File: src/rtl/counter_move_scheduler.sv
// Drives the wrap-around up/down counter to requested targets along the shortest path,
// arbitrating two requesters round-robin and forwarding manual steps when idle.
module counter_move_scheduler #(
    parameter int MAXV = 8,
    parameter int W    = 4
) (
    input  logic         clk1hz,
    input  logic         reset,
    input  logic         req_a,
    input  logic         req_b,
    input  logic [W-1:0] tgt_a,
    input  logic [W-1:0] tgt_b,
    input  logic         manual_up,
    input  logic         manual_down,
    output logic         gnt_a,
    output logic         gnt_b,
    output logic         done_a,
    output logic         done_b,
    output logic         err,
    output logic         up,
    output logic         down,
    output logic [W-1:0] pos,
    output logic         busy
);
    // state | meaning
    // IDLE  | arbitrate requests, forward manual steps
    // MOVE  | issue one step per cycle until rem = 0, then pulse done

    localparam logic [W-1:0] MAXV_P = W'(MAXV);
    localparam logic [W:0]   MAXV_X = (W+1)'(MAXV);
    localparam logic [W:0]   N_X    = (W+1)'(MAXV + 1);

    typedef enum logic {IDLE, MOVE} state_t;

    state_t       state;
    logic [W-1:0] rem;
    logic         dir_up;
    logic         last_b;
    logic         owner_b;

    logic [W-1:0] pos_inc, pos_dec, pos_eff, tgt_sel;
    logic         pick_a, pick_b, tgt_ok;
    logic [W:0]   t_x, p_x, du_raw, dd_raw, d_up, d_dn;

    // The move is planned from the position the counter will hold after this edge,
    // so a step still in flight (e.g. a manual step) is accounted for.
    always_comb begin
        pos_inc = (pos == MAXV_P) ? '0 : pos + W'(1);
        pos_dec = (pos == '0) ? MAXV_P : pos - W'(1);
        pos_eff = up ? pos_inc : (down ? pos_dec : pos);
        pick_a  = req_a && (!req_b || last_b);
        pick_b  = req_b && !pick_a;
        tgt_sel = pick_b ? tgt_b : tgt_a;
        t_x     = {1'b0, tgt_sel};
        p_x     = {1'b0, pos_eff};
        tgt_ok  = (t_x <= MAXV_X);
        du_raw  = t_x + N_X - p_x;
        dd_raw  = p_x + N_X - t_x;
        d_up    = (du_raw >= N_X) ? du_raw - N_X : du_raw;
        d_dn    = (dd_raw >= N_X) ? dd_raw - N_X : dd_raw;
    end

    assign busy = (state == MOVE);

    always_ff @(posedge clk1hz) begin
        if (reset) begin
            state   <= IDLE;
            pos     <= '0;
            rem     <= '0;
            dir_up  <= 1'b1;
            last_b  <= 1'b1;
            owner_b <= 1'b0;
            gnt_a   <= 1'b0;
            gnt_b   <= 1'b0;
            done_a  <= 1'b0;
            done_b  <= 1'b0;
            err     <= 1'b0;
            up      <= 1'b0;
            down    <= 1'b0;
        end else begin
            gnt_a  <= 1'b0;
            gnt_b  <= 1'b0;
            done_a <= 1'b0;
            done_b <= 1'b0;
            err    <= 1'b0;
            up     <= 1'b0;
            down   <= 1'b0;

            // The counter takes its step on this same edge, keeping pos in lockstep.
            if (up)
                pos <= pos_inc;
            else if (down)
                pos <= pos_dec;

            case (state)
                IDLE: begin
                    if (pick_a || pick_b) begin
                        gnt_a   <= pick_a;
                        gnt_b   <= pick_b;
                        last_b  <= pick_b;
                        owner_b <= pick_b;
                        if (tgt_ok) begin
                            state <= MOVE;
                            if (d_up <= d_dn) begin
                                dir_up <= 1'b1;
                                rem    <= d_up[W-1:0];
                            end else begin
                                dir_up <= 1'b0;
                                rem    <= d_dn[W-1:0];
                            end
                        end else begin
                            err <= 1'b1;
                        end
                    end else if (manual_up ^ manual_down) begin
                        up   <= manual_up;
                        down <= manual_down;
                    end
                end
                MOVE: begin
                    if (rem != '0) begin
                        up   <= dir_up;
                        down <= !dir_up;
                        rem  <= rem - W'(1);
                    end else begin
                        done_a <= !owner_b;
                        done_b <= owner_b;
                        state  <= IDLE;
                    end
                end
                default: state <= IDLE;
            endcase
        end
    end
endmodule

File: config.mk
export PLATFORM = sky130hd
export DESIGN_NAME = counter_move_scheduler
export DESIGN_NICKNAME = d
export VERILOG_FILES = /design/src/rtl/counter_move_scheduler.sv
export SDC_FILE = /design/constraint.sdc
export NUM_CORES = 1
export LEC_CHECK = 0
export CAP_MARGIN = 25
export CORE_AREA = 2 2 66 68
export DETAILED_ROUTE_END_ITERATION = 12
export DIE_AREA = 0 0 68 70
export PLACE_DENSITY = 0.76
export SYNTH_ARGS = -nofsm -noshare
export SYNTH_HDL_FRONTEND = slang
export SYNTH_SLANG_ARGS = --single-unit
File: constraint.sdc
create_clock -name clk1hz -period 12.6 [get_ports clk1hz]
set_input_delay 2.52 -clock clk1hz [delete_from_list [all_inputs] [get_ports clk1hz]]
set_output_delay 2.52 -clock clk1hz [all_outputs]
set_load 0.01 [all_outputs]
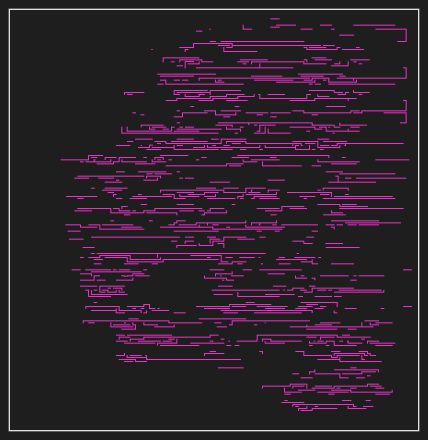
Run 1: metal 1
(6 px per µm)
The wires run mostly horizontal. The layer carries 2040 µm of wire. The longest straight run is 28.1 µm.
DRT Wirelength: 4.11 mm
GR Util met1: 0.265
Vias: 1700

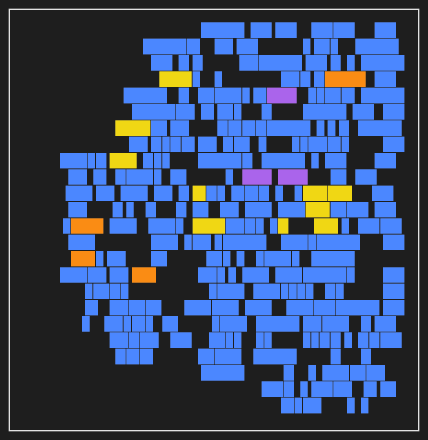
Run 1: cell sizes after repair
(6 px per µm)
Yellow marks x2, cells 10, share 3.8%. Blue marks x1 and smaller, cells 244, share 93%. Orange marks x3 and x4, cells 4, share 1.5%. Purple marks x6 and larger, cells 3, share 1.1%.

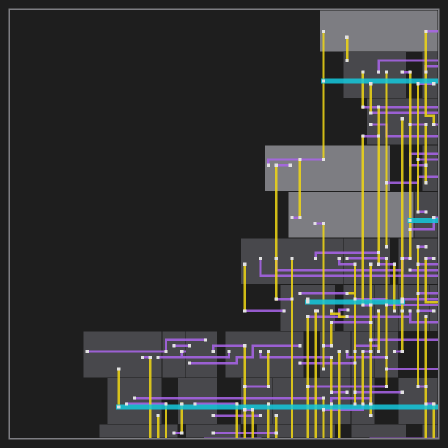
Run 1: a small window of the routed layout
Window x 4 to 29, y 40 to 65 µm. Cells in gray, sequential cells in the stronger gray; small squares are vias.
Purple marks M1. Cyan marks M3. Yellow marks M2.
Netlist names of flops here include `rem` (3). Most frequent: a21oi_1 (4), nand2_1 (3), dfxtp_1 (3). 27 logic cells have their middle in the window. Sequential cells in the window: 3.

==> flow_metrics.tcl, run 1 <==
# place-and-route summary
set metrics [dict create \
    share_comb_of_total_power 0.654 \
    hpwlAfterDp_mm 3.32 \
    comb_cells 180 \
    setup_ws_ns 5.27 \
    path_depth 20 \
    netlist.area_leader.share 0.197 \
    whs_path_depth 1 \
    seqPwrFrac 0.226 \
    tapCellCount 52 \
    synthXorXnorAreaFrac 0.0452 \
    ant_nets 0 \
    finalHoldViolCount 0 \
    maxPowerGroup "combinational cells" \
    r2r_start "pos[0]$_SDFF_PP0_" \
    power.share.clock 0.120 \
    switchingPower_w 0.000156 \
    flops 19 \
    p_int_w 0.000195 \
    use_met2 0.304 \
    cts_buffers 3 \
    top_logic_kind "AND-OR/OR-AND gates" \
    tightestPinTransition_ns 0.642 \
    final-nonclk-buf-share 0.111 \
    ys_sh_aoi 0.231 \
    die_y_um 70 \
    path_clk_slew_ns 0.07 \
    stdcell_count 313 \
    reg_top3 "pos: 4 flops, rem: 4 flops" \
    top_layer "met4" \
    wl_met2_mm 1.89 \
    final_layout_top_logic_cells "inv_1 (33), ha_1 (26), clkdlybuf4s50_1 (25)" \
    warning_count 33 \
    n_fill_cell 388 \
    lay_top_count "inv_1" \
    cp-startpoint "req_b" \
    ys_types 56 \
    drt_first_pass_iters 4 \
    wl_met3_um 160 \
    setup_tns_ns 0 \
    power.sequential.total_w 0.0000791 \
    period_minus_slack_ns 7.33 \
    pg_comb_w 0.000229 \
    num_antenna_cells 0 \
    ir_worst_vdd_mv 0.135 \
    postSynthRegisterBits 19 \
    pwr.group.clock_w 0.0000422 \
    synth_stat.cells 241 \
    clkLatencyLatePin_ns 0.25 \
    drt-met1-wl_mm 2.04 \
    track_usage 0.185 \
    critPathKind "input pin to register" \
    rows 24 \
    grt-ovfl-total 0 \
    finalSetupViolations 0 \
    most_common_cell "inv_1" \
    sw_frac_of_total 0.445 \
    synth_area_per_cell_um2 8.03 \
    grt-busiest-layer "met2" \
    comb_area_frac 0.615 \
    n_all_buffers 25 \
    cts.path.max_buffers 2 \
    grt_pass1_wl_mm 7.09 \
    ff_latch_area_um2 380 \
    combGateArea_um2 1380 \
    core_util_floorplan 0.467 \
    inverters 33 \
    synth-simple-area-share 0.198 \
    synth_cells 241 \
    worstPathMaxFanout 8 \
    r2r_end "rem[0]$_SDFFE_PP0P_" \
    critical-path-top-delay-family "AND-OR/OR-AND gates" \
    met3_usage 0.00966 \
    slowest_delay_ns 0.60 \
    cp.required_ns 12.75 \
    cts_tree "yes" \
    drc 0 \
    r2r_slack_ns 7.40 \
    dp_worst_setup_slack_ns 5.03 \
    htree_levels 1 \
    die_x_um 68 \
    design_area_um2 2250 \
    core_area_um2 4140 \
    fin_crit_sh 0.582 \
    drive_above_1_share 0.0651 \
    cp_common_cell "ha_1" \
    crit_chain "clkdlybuf4s50_1 -> a21boi_4 -> mux2_2 -> ha_1 -> inv_1 -> ha_1 -> inv_1 -> fa_1 -> nor4b_2 -> o32ai_1 -> a21o_1 -> or2_2 -> a21oi_1 -> ha_1 -> nand2b_1 -> a21oi_1 -> o31ai_2 -> nand2_1 -> and2_1 -> o41ai_1" \
    status "complete, no violations" \
    cts_hold_buf 0 \
    antenna_found_initial 0 \
    endpoint_kind "register" \
    root_buffer "clkbuf_8" \
    clkbuf_count 3 \
    slowest_stage "fa_1" \
    finish.net_count 304 \
    io_buffer_count 25 \
    syn_to_final_growth_pct 16.2 \
    synthArstFlopShare 0 \
    dr.first_iter.drc_count 84 \
    placedCellCount 309 \
    drv_cap 0 \
    post_cts_buffers 0 \
]
## Run 2: what changed since run 1
clock period = 7.2 ns   (was 12.6 ns; I/O delays follow)
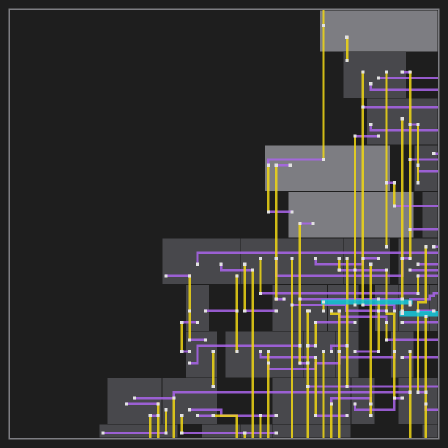
Run 2: a small window of the routed layout
Window x 4 to 29, y 40 to 65 µm. Cells in gray, sequential cells in the stronger gray; small squares are vias.
Cyan marks M3. Yellow marks M2. Purple marks M1.
Netlist names of flops here include `rem` (3). Most frequent: a21oi_1 (3), nand2_1 (3), dfxtp_1 (3). 25 logic cells have their middle in the window. Sequential cells in the window: 3.

==> flow_metrics.tcl, run 2 <==
# place-and-route summary
set metrics [dict create \
    warning_count 33 \
    critical-path-top-delay-family "AND-OR/OR-AND gates" \
    crit_chain "clkdlybuf4s50_1 -> a21boi_4 -> mux2_2 -> ha_1 -> inv_1 -> ha_1 -> inv_1 -> fa_1 -> nor4b_2 -> o32ai_1 -> a21o_1 -> or2_2 -> a21oi_1 -> ha_1 -> nand2b_1 -> a21oi_1 -> o31ai_2 -> nand2_1 -> and2_1 -> o41ai_1" \
    num_antenna_cells 0 \
    synthXorXnorAreaFrac 0.0452 \
    status "complete, no violations" \
    io_buffer_count 25 \
    dr.first_iter.drc_count 94 \
    syn_to_final_growth_pct 16.2 \
    antenna_found_initial 0 \
    endpoint_kind "register" \
    post_cts_buffers 0 \
    track_usage 0.181 \
    clkbuf_count 3 \
    inverters 33 \
    cp_common_cell "ha_1" \
    synth_cells 241 \
    core_area_um2 4140 \
    setup_tns_ns 0 \
    met3_usage 0.0145 \
    finish.net_count 304 \
    clkLatencyLatePin_ns 0.26 \
    worstPathMaxFanout 8 \
    power.share.clock 0.121 \
    final_layout_top_logic_cells "inv_1 (33), ha_1 (26), clkdlybuf4s50_1 (25)" \
    r2r_end "rem[0]$_SDFFE_PP0P_" \
    cts_tree "yes" \
    ff_latch_area_um2 380 \
    vias 1714 \
    path_depth 20 \
    tapCellCount 52 \
    drc 0 \
    cp-startpoint "req_b" \
    use_met2 0.303 \
    top_logic_kind "AND-OR/OR-AND gates" \
    ir_worst_vdd_mv 0.171 \
    grt-busiest-layer "met2" \
    comb_area_frac 0.615 \
    placedCellCount 309 \
    setup_ws_ns 0.921 \
    fin_crit_sh 0.872 \
    cts.path.max_buffers 2 \
    ys_types 56 \
    r2r_start "pos[0]$_SDFF_PP0_" \
    lay_top_count "inv_1" \
    wl_met2_mm 1.87 \
    routed_wl_mm 4.09 \
    ant_nets 0 \
    drive_above_1_share 0.0651 \
    stdcell_count 313 \
    hpwlAfterDp_mm 3.26 \
    tightestPinTransition_ns 0.668 \
    period_minus_slack_ns 6.28 \
    cts_hold_buf 0 \
    n_fill_cell 392 \
    die_x_um 68 \
    most_common_cell "inv_1" \
    p_int_w 0.000340 \
    pg_comb_w 0.000402 \
    reg_top3 "pos: 4 flops, rem: 4 flops" \
    finalSetupViolations 0 \
    synth_stat.cells 241 \
    slowest_delay_ns 0.61 \
    share_comb_of_total_power 0.654 \
    start_kind "input pin" \
    htree_levels 1 \
    synth_area_per_cell_um2 8.03 \
    dp_worst_setup_slack_ns 0.690 \
    ys_sh_aoi 0.231 \
    cp.required_ns 7.36 \
    die_y_um 70 \
    combGateArea_um2 1380 \
    path_clk_slew_ns 0.08 \
    synthArstFlopShare 0 \
    design_area_um2 2250 \
    netlist.area_leader.share 0.197 \
    final-nonclk-buf-share 0.111 \
    grt_pass1_wl_mm 6.93 \
    flops 19 \
    synth-simple-area-share 0.198 \
    grt-ovfl-total 0 \
    rows 24 \
    sw_frac_of_total 0.446 \
    whs_path_depth 1 \
    wl_met3_um 146 \
    comb_cells 180 \
    switchingPower_w 0.000274 \
    maxPowerGroup "combinational cells" \
]
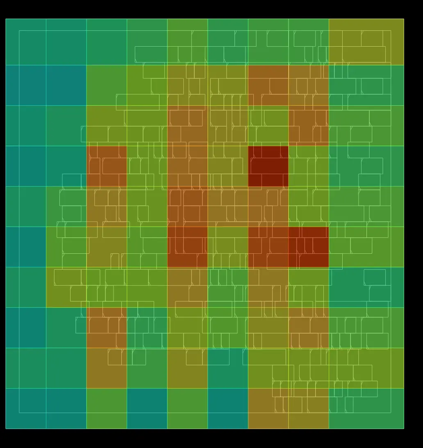
Run 2: routing congestion map
GR Util met1: 0.243
Core Util, Final: 0.543

## Run 3: what changed since run 2
SETUP_SLACK_MARGIN = 0.05   (was default)
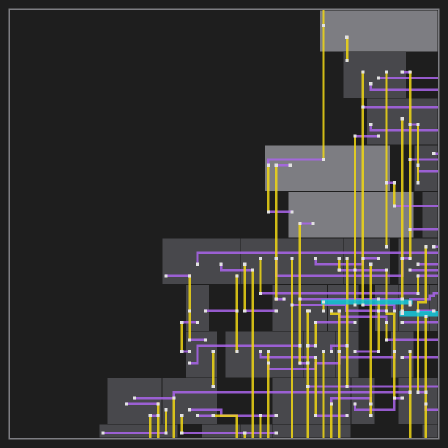
Run 3: a small window of the routed layout
Window x 4 to 29, y 40 to 65 µm. Cells in gray, sequential cells in the stronger gray; small squares are vias.
Cyan marks M3. Purple marks M1. Yellow marks M2.
Most frequent: a21oi_1 (3), nand2_1 (3), dfxtp_1 (3). 25 logic cells have their middle in the window. Netlist names of flops here include `rem` (3). Sequential cells in the window: 3.

==> flow_metrics.tcl, run 3 <==
# place-and-route summary
set metrics [dict create \
    status "complete, no violations" \
    ir_worst_vdd_mv 0.171 \
    top_layer "met4" \
    synth_area_leader_cell "dfxtp_1" \
    drc 0 \
    grt-busiest-layer "met2" \
    n_fill_cell 392 \
    grt-ovfl-total 0 \
    gp_congestion 0.824 \
    root_buffer "clkbuf_8" \
    slowest_stage "fa_1" \
    finish.net_count 304 \
    synth-simple-area-share 0.198 \
    postSynthRegisterBits 19 \
    final_layout_top_logic_cells "inv_1 (33), ha_1 (26), clkdlybuf4s50_1 (25)" \
    period_minus_slack_ns 6.28 \
    ys_seq_frac 0.197 \
    io_buffer_count 25 \
    setup_tns_ns 0 \
    comb_area_frac 0.615 \
    die_y_um 70 \
    switchingPower_w 0.000274 \
    combGateArea_um2 1380 \
    design_area_um2 2250 \
    pg_comb_w 0.000402 \
    r2r_slack_ns 1.95 \
    track_usage 0.181 \
    p_int_w 0.000340 \
    power.share.clock 0.121 \
    placedCellCount 309 \
    lay_top_count "inv_1" \
    r2r_start "pos[0]$_SDFF_PP0_" \
    cts_resized 0 \
    met3_usage 0.0145 \
    n_all_buffers 25 \
    path_depth 20 \
    finalSetupViolations 0 \
    mux_share 0.0517 \
    most_common_cell "inv_1" \
    dr.first_iter.drc_count 94 \
    dp_worst_setup_slack_ns 0.690 \
    cts_buffers 3 \
    slowest_delay_ns 0.61 \
    synth_area_per_cell_um2 8.03 \
    whs_path_depth 1 \
    grt_pass1_wl_mm 6.93 \
    stdcell_count 313 \
    synthXorXnorAreaFrac 0.0452 \
    path_clk_slew_ns 0.08 \
    finalHoldViolCount 0 \
    critPathKind "input pin to register" \
    sw_frac_of_total 0.446 \
    cp.required_ns 7.36 \
    inverters 33 \
    die_x_um 68 \
    syn_to_final_growth_pct 16.2 \
    tightestPinTransition_ns 0.668 \
    wl_met3_um 146 \
    ant_nets 0 \
    synth_cells 241 \
    setup_ws_ns 0.921 \
    ys_types 56 \
    drt-met1-wl_mm 2.00 \
    drt_first_pass_iters 4 \
    warning_count 33 \
    flops 19 \
    grt_use_met1 0.243 \
    fin_crit_sh 0.872 \
    worstPathMaxFanout 8 \
    synth_stat.cells 241 \
    wl_met2_mm 1.87 \
    cts_tree "yes" \
    post-route-util 0.543 \
    top_logic_kind "AND-OR/OR-AND gates" \
    share_comb_of_total_power 0.654 \
    maxPowerGroup "combinational cells" \
    cts.path.max_buffers 2 \
    tapCellCount 52 \
    clkbuf_count 3 \
    cts_hold_buf 0 \
    core_area_um2 4140 \
    core_util_floorplan 0.467 \
    crit_chain "clkdlybuf4s50_1 -> a21boi_4 -> mux2_2 -> ha_1 -> inv_1 -> ha_1 -> inv_1 -> fa_1 -> nor4b_2 -> o32ai_1 -> a21o_1 -> or2_2 -> a21oi_1 -> ha_1 -> nand2b_1 -> a21oi_1 -> o31ai_2 -> nand2_1 -> and2_1 -> o41ai_1" \
    cp-startpoint "req_b" \
    r2r_end "rem[0]$_SDFFE_PP0P_" \
    post_cts_buffers 0 \
    critical-path-top-delay-family "AND-OR/OR-AND gates" \
    comb_cells 180 \
    synthArstFlopShare 0 \
    reg_top3 "pos: 4 flops, rem: 4 flops" \
    ys_sh_aoi 0.231 \
    power.sequential.total_w 0.000138 \
    drv_cap 0 \
    antenna_found_initial 0 \
    htree_levels 1 \
    hpwlAfterDp_mm 3.26 \
    seqPwrFrac 0.225 \
    drive_above_1_share 0.0651 \
    rows 24 \
    cp_common_cell "ha_1" \
    netlist.area_leader.share 0.197 \
    start_kind "input pin" \
    use_met2 0.303 \
    endpoint_kind "register" \
]
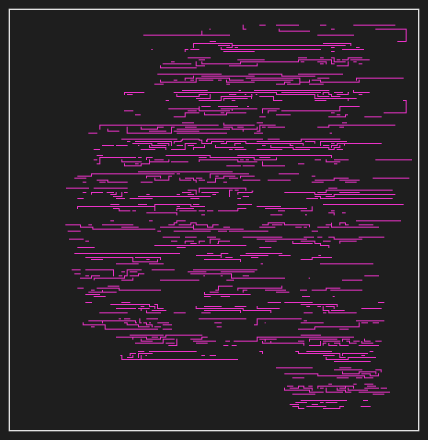
Run 3: metal 1
(6 px per µm)
DRT Wirelength: 4.09 mm
Vias: 1714

